Design demod_rr_scheduler, sky130hd; sources not shown.
==> images/registers.png <==
The bar under the picture is 100 um long. Other sequential cells in the stronger gray, the rest of the logic in the fainter gray.
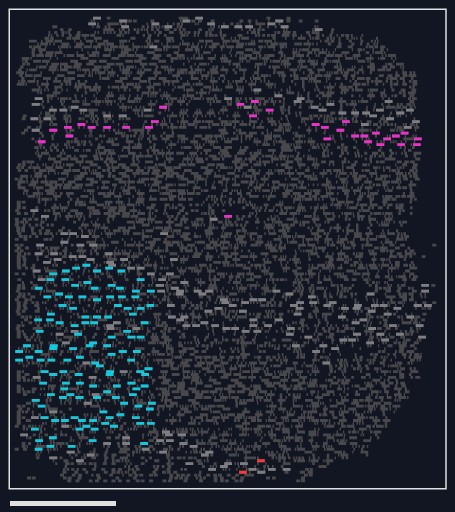
| color | name in the netlist | placed flops |
|---|---|---|
| magenta | s1_ac_q | 32 |
| cyan | hist_q | 128 |
| red | s1_ch_q | 2 |
Seq group: 1.02 mW
final core utilization: 34.73%

==> images/metal_stack.png <==
Two of the layers only.
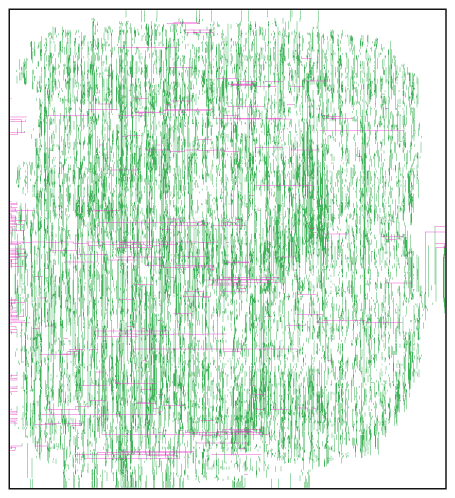
| color | layer | wire length |
|---|---|---|
| magenta | met3 | 5220 um |
| green | met2 | 92.7 mm |
routed vias: 42540
gr usage total: 20.69%
routed length per instance: 21.37 um

==> images/final_congestion.png <==
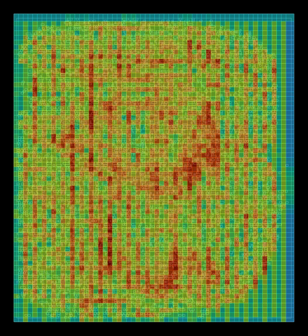
met2 usage: 36.22%
GR peak layer: met2
GR Util met3: 2.037%

==> job_summary.md <==
### Metrics collected by this job

| Metric | Value |
|---|---|
| Htree depth | `2` |
| Inserted Clock Buffers | `52` |
| M1 WL | `84940 um` |
| Leakage Power | `between 20 and 30 nW` |
| Global-route wire length before repair | `293800 um` |
| Placed cell areas | `between 0.06 and 0.07 mm^2` |
| Pwr/cell area | `91.90 mW/mm^2` |
| Clock power share | `17.7%` |
| Status | `complete, no violations` |
| Finished Layout Cells | `8809` |
| Net load switching power | `2.789 mW` |
| Ys flop type | `dfxtp_1` |
| CP max-delay cell | `buf_4` |
| Clk tree area frac | `2.858%` |
| Cell Type Count | `around 75` |
| CTS tree | `built` |
| Post-Synthesis Cell Area | `between 0.05 and 0.06 mm^2` |
| Met1 Use GR | `27.52%` |
| Grt ovf | `0` |
| Comb area share | `69.02%` |
| Routed length on met3 | `5217 um` |
| Area leader share | `37.69%` |
| Register share of total power | `17.9%` |
| Worst-path maximum fanout | `around 67` |
| WHS Path Cells | `2` |
| Ys cells | `6400` |
| Fp util | `31.28%` |
| Fill cell count | `20950` |
| Final hold violation count | `0` |
| Crit path arrival time | `7.61 ns` |
| Post-CTS Resized | `0` |
| Post-CTS Hold Buffers | `0` |
| Highest Signal Layer | `met4` |
| Comb. pwr | `3.66 mW` |
| Drt via density | `roughly 4.8` |
| CP bufs+invs | `5` |
| Post-Syn Instances | `about 6400` |
| Clock distribution power | `1.01 mW` |
| Deepest clock path buffer count | `3` |
| Final instance area | `0.06182 mm^2` |
| Layout cells sized above 1 | `4.046%` |
| Startpoint Class | `input pin` |
| Dominant logic cell type in the layout | `inv_1` |
| Clock Pin Slew Worst Setup and Hold Paths | `0.06 ns` |
Power and IR drop assume default switching activity.
